==> config.mk <==
export PLATFORM = sky130hd
export DESIGN_NAME = seg7_scan_driver
export DESIGN_NICKNAME = d
export VERILOG_FILES = /design/src/rtl/seg7_pkg.sv /design/src/rtl/seg7_glyph.sv /design/src/rtl/seg7_scan_driver.sv
export SDC_FILE = /design/constraint.sdc
export NUM_CORES = 1
export LEC_CHECK = 0
export ABC_AREA = 0
export CAP_MARGIN = 40
export CORE_MARGIN = 5
export CORE_UTILIZATION = 31
export DETAILED_ROUTE_END_ITERATION = 12
export HOLD_SLACK_MARGIN = 0.15
export PLACE_DENSITY = 0.55
export SLEW_MARGIN = 40
export SYNTH_ARGS = -nofsm -noshare
export SYNTH_HDL_FRONTEND = slang
export SYNTH_SLANG_ARGS = --single-unit
==> constraint.sdc <==
create_clock -name clk -period 2.2 [get_ports clk]
set_input_delay 0.44 -clock clk [delete_from_list [all_inputs] [get_ports clk]]
set_output_delay 0.44 -clock clk [all_outputs]
set_load 0.01 [all_outputs]
==> src/rtl/seg7_pkg.sv <==
// Shared constants for the 7-segment scan driver.
// Glyph patterns are a..g with bit 0 = segment a.
package seg7_pkg;

    localparam int N_DIGITS = 4;

    localparam logic [6:0] GLYPH_0     = 7'h3F;
    localparam logic [6:0] GLYPH_1     = 7'h06;
    localparam logic [6:0] GLYPH_2     = 7'h5B;
    localparam logic [6:0] GLYPH_3     = 7'h4F;
    localparam logic [6:0] GLYPH_4     = 7'h66;
    localparam logic [6:0] GLYPH_5     = 7'h6D;
    localparam logic [6:0] GLYPH_6     = 7'h7D;
    localparam logic [6:0] GLYPH_7     = 7'h07;
    localparam logic [6:0] GLYPH_8     = 7'h7F;
    localparam logic [6:0] GLYPH_9     = 7'h6F;
    localparam logic [6:0] GLYPH_DASH  = 7'h40;
    localparam logic [6:0] GLYPH_BLANK = 7'h00;

endpackage

==> src/rtl/seg7_glyph.sv <==
// Combinational BCD nibble to 7-segment decoder.
// Non-decimal nibbles render as a dash.
module seg7_glyph
    import seg7_pkg::*;
(
    input  logic [3:0] nib_i,
    output logic [6:0] seg_o
);

    // Map each nibble to its segment pattern
    always_comb begin
        seg_o = GLYPH_DASH;
        case (nib_i)
            4'd0:    seg_o = GLYPH_0;
            4'd1:    seg_o = GLYPH_1;
            4'd2:    seg_o = GLYPH_2;
            4'd3:    seg_o = GLYPH_3;
            4'd4:    seg_o = GLYPH_4;
            4'd5:    seg_o = GLYPH_5;
            4'd6:    seg_o = GLYPH_6;
            4'd7:    seg_o = GLYPH_7;
            4'd8:    seg_o = GLYPH_8;
            4'd9:    seg_o = GLYPH_9;
            default: seg_o = GLYPH_DASH;
        endcase
    end

endmodule

==> src/rtl/seg7_scan_driver.sv <==
// Time-multiplexed 4-digit 7-segment driver.
// Loads are double-buffered and only take effect on frame boundaries.
module seg7_scan_driver
    import seg7_pkg::*;
#(
    parameter int DIV     = 16,
    parameter int GAP     = 2,
    parameter bit SEG_INV = 1'b0,
    parameter bit SEL_INV = 1'b0
) (
    input  logic        clk,
    input  logic        resetn,
    input  logic        load_i,
    input  logic [15:0] value_i,
    input  logic [3:0]  dp_i,
    input  logic        lz_blank_i,
    output logic [6:0]  seg_o,
    output logic        dp_o,
    output logic [3:0]  sel_o,
    output logic        frame_o
);

    localparam int CW = (DIV > 1) ? $clog2(DIV) : 1;

    logic [CW-1:0] r_div_cnt;
    logic [1:0]    r_idx;

    logic [15:0]   r_act_val;
    logic [3:0]    r_act_dp;
    logic          r_act_lz;
    logic [15:0]   r_pnd_val;
    logic [3:0]    r_pnd_dp;
    logic          r_pnd_lz;
    logic          r_pnd_ok;

    logic [6:0]    r_seg;
    logic          r_dp;
    logic [3:0]    r_sel;
    logic          r_frame;

    logic          w_slot_end;
    logic          w_boundary;
    logic [3:0]    w_zero;
    logic [3:0]    w_blank;
    logic [3:0]    w_nib;
    logic [6:0]    w_glyph;
    logic [6:0]    w_seg;
    logic [3:0]    w_sel;

    assign w_slot_end = (r_div_cnt == CW'(DIV - 1));
    assign w_boundary = w_slot_end && (r_idx == 2'(N_DIGITS - 1));

    assign w_zero[0] = (r_act_val[3:0]   == 4'd0);
    assign w_zero[1] = (r_act_val[7:4]   == 4'd0);
    assign w_zero[2] = (r_act_val[11:8]  == 4'd0);
    assign w_zero[3] = (r_act_val[15:12] == 4'd0);

    // A digit blanks only when it and every digit above it are zero
    assign w_blank[3] = r_act_lz & w_zero[3];
    assign w_blank[2] = w_blank[3] & w_zero[2];
    assign w_blank[1] = w_blank[2] & w_zero[1];
    assign w_blank[0] = 1'b0;

    assign w_nib = r_act_val[{r_idx, 2'b00} +: 4];

    seg7_glyph u_glyph (
        .nib_i (w_nib),
        .seg_o (w_glyph)
    );

    assign w_seg = w_blank[r_idx] ? GLYPH_BLANK : w_glyph;
    assign w_sel = (r_div_cnt < CW'(GAP)) ? 4'b0000 : (4'b0001 << r_idx);

    // Slot counter and digit index rotation
    always_ff @(posedge clk or negedge resetn) begin
        if (!resetn) begin
            r_div_cnt <= '0;
            r_idx     <= 2'd0;
        end else if (w_slot_end) begin
            r_div_cnt <= '0;
            r_idx     <= r_idx + 2'd1;
        end else begin
            r_div_cnt <= r_div_cnt + CW'(1);
        end
    end

    // Pending/active double buffer; swap only at the frame boundary
    always_ff @(posedge clk or negedge resetn) begin
        if (!resetn) begin
            r_act_val <= '0;
            r_act_dp  <= '0;
            r_act_lz  <= 1'b0;
            r_pnd_val <= '0;
            r_pnd_dp  <= '0;
            r_pnd_lz  <= 1'b0;
            r_pnd_ok  <= 1'b0;
        end else if (w_boundary) begin
            if (load_i) begin
                r_act_val <= value_i;
                r_act_dp  <= dp_i;
                r_act_lz  <= lz_blank_i;
            end else if (r_pnd_ok) begin
                r_act_val <= r_pnd_val;
                r_act_dp  <= r_pnd_dp;
                r_act_lz  <= r_pnd_lz;
            end
            r_pnd_ok <= 1'b0;
        end else if (load_i) begin
            r_pnd_val <= value_i;
            r_pnd_dp  <= dp_i;
            r_pnd_lz  <= lz_blank_i;
            r_pnd_ok  <= 1'b1;
        end
    end

    // Registered pins with polarity applied at the flop inputs
    always_ff @(posedge clk or negedge resetn) begin
        if (!resetn) begin
            r_seg   <= {7{SEG_INV}};
            r_dp    <= SEG_INV;
            r_sel   <= {4{SEL_INV}};
            r_frame <= 1'b0;
        end else begin
            r_seg   <= w_seg ^ {7{SEG_INV}};
            r_dp    <= r_act_dp[r_idx] ^ SEG_INV;
            r_sel   <= w_sel ^ {4{SEL_INV}};
            r_frame <= (r_idx == 2'd0) && (r_div_cnt == '0);
        end
    end

    assign seg_o   = r_seg;
    assign dp_o    = r_dp;
    assign sel_o   = r_sel;
    assign frame_o = r_frame;

endmodule
final_congestion.png
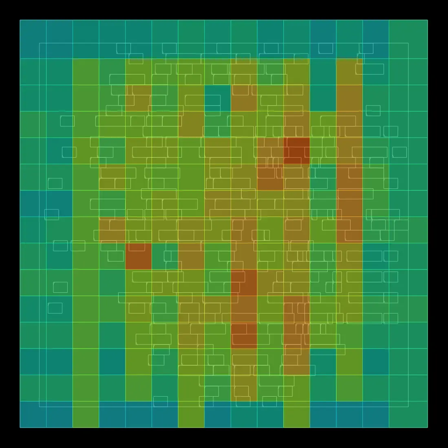
met2 track utilization from global routing: 15.38%
Routed wire per std cell: 14.91 um
met3 Resource Use GR: 2.890%
M1 GR Usage: 14.32%
core occupancy in the finished layout: 39.80%

registers.png
Scale: 4 px per um.
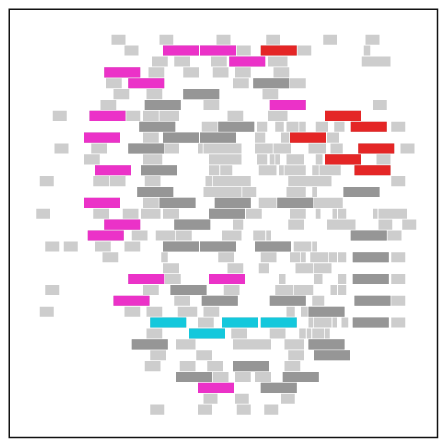
magenta -> `r_pnd_val`  # flops 16
red -> `seg_o`  # flops 7
cyan -> `r_act_dp`  # flops 4, where bottom center
P_seq: 1240 uW
fraction of area in registers: 42.39%

==> results.sh <==
# yosys + openroad results
export IMPL_cts_path_max_buffers=2
export IMPL_layout_cells_most_common_list="62 x sky130_fd_sc_hd__mux2_2, 62 x sky130_fd_sc_hd__dfrtp_1, 35 x sky130_fd_sc_hd__clkdlybuf4s50_1"
export IMPL_register_area_um2=1551
export IMPL_clock_latency_ps=340
export IMPL_layout_overhead_on_the_synthesized_area_pct=26.24
export IMPL_drcViolationCount=0
export IMPL_comb_area_share_pct=34.53
export IMPL_synth_seq_share_pct=53.52
export IMPL_synth_mux_area_fraction_pct=29.69
export IMPL_simple_gate_area_share_of_the_yosys_netlist_pct=4.230
export IMPL_worst_hold_path_num_cells=1
export IMPL_synthTopLogicFamily="multiplexers"
export IMPL_yosys_top_cells_count="62 x sky130_fd_sc_hd__dfrtp_1, 62 x sky130_fd_sc_hd__mux2_2, 11 x sky130_fd_sc_hd__ha_1"
export IMPL_global_router_s_overall_resource_usage_pct=10.60
export IMPL_p_sw_uw=571.4
export IMPL_worstMarginPinSlew_ps=475.1
export IMPL_antenna_diode_count=0
export IMPL_m1WireLength_mm=2.643
export IMPL_rsz0062_at_grt="false"
export IMPL_reg2reg_to="seg_o[0]"
export IMPL_crit_path_start_kind="register"
export IMPL_clock_sink_count=62
export IMPL_horiz_die_dim_um=106.7
export IMPL_rrSetupSlack_ps=250
export IMPL_tapcell_inserted=111
export IMPL_clock_cell_area_share_pct=5.675
export IMPL_setup_worst_path_class="reg2reg"
export IMPL_netlist_top_cells_area="sky130_fd_sc_hd__dfrtp_1 54%, sky130_fd_sc_hd__mux2_2 24%, sky130_fd_sc_hd__ha_1 4.7%"
export IMPL_timing_final_crit_share_pct=88.50
export IMPL_drive_gt1_share_pct=36.40
export IMPL_status="finished, final reports clean"
export IMPL_ys_async_sr_fraction_pct=100.0
export IMPL_final_setup_tns_ps=0
export IMPL_chip_area_um2=11390
export IMPL_fp_util_pct=31.52
export IMPL_warning_count=34
export IMPL_worstHoldEndpoint="r_div_cnt[0]"
export IMPL_clock_tree_root_cell="sky130_fd_sc_hd__clkbuf_8"
export IMPL_inserted_clock_buffers=9
zoom.png
Region (68, 68) to (93, 93) um. Cells in gray, sequential cells in the stronger gray; small squares are vias.
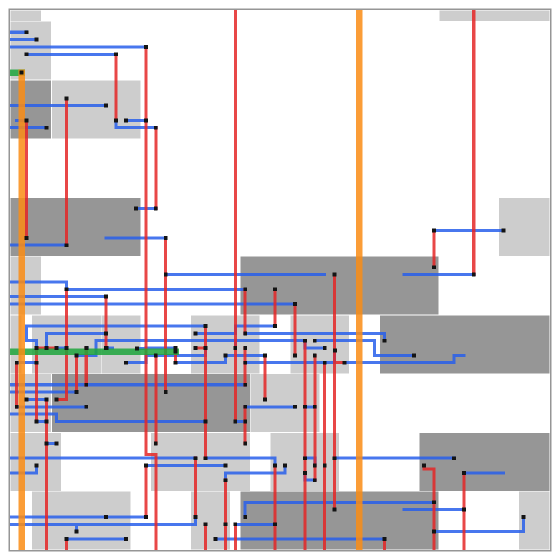
orange -> met4
blue -> met1
red -> met2
green -> met3
cells with their middle in the window = 19
most frequent = dfrtp_1 (6), a221oi_1 (3), ha_1 (3)
sequential cells in the window = 6
netlist names of flops here include = `seg_o` (5), `r_pnd_val` (1)

met1.png
Scale: 2 px per um.
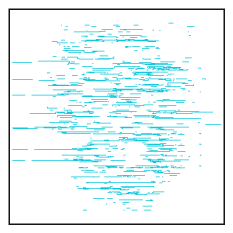
longest straight run = 34.5 um
wire length on this layer = 2,640 um
share of all routed wire = 49%
nets with wire on the layer = 246
final routed wirelength across all metal layers: 5.381 mm
via count: 1,723

## metrics by stage
step	setup slack, ps	std cells	power (uW)	hold WS, ps
after global routing	157.5	361	2672	504.5
after global placement	279.6	345	1530	474.3
after floorplan	308.1	201	1394	144.4
after CTS	249.2	361	2594	490.0
final	252.9	361	2553	488.4
after detailed placement	264.6	345	1535	480.8
## worst max-delay path: stages, from the launching register on
cell and delay, ps:
sky130_fd_sc_hd__dfrtp_1 480, sky130_fd_sc_hd__mux4_1 650, sky130_fd_sc_hd__ha_1 240, sky130_fd_sc_hd__mux2_4 270, sky130_fd_sc_hd__a221oi_2 220
## what timing repair did
action,in CTS,in global routing
hold endpoints to repair,62,0
endpoints found under the setup margin,0,0
setup buffers,0,0
hold buffers,1,0
No activity file was given, so power comes from the tool's default toggle rates.
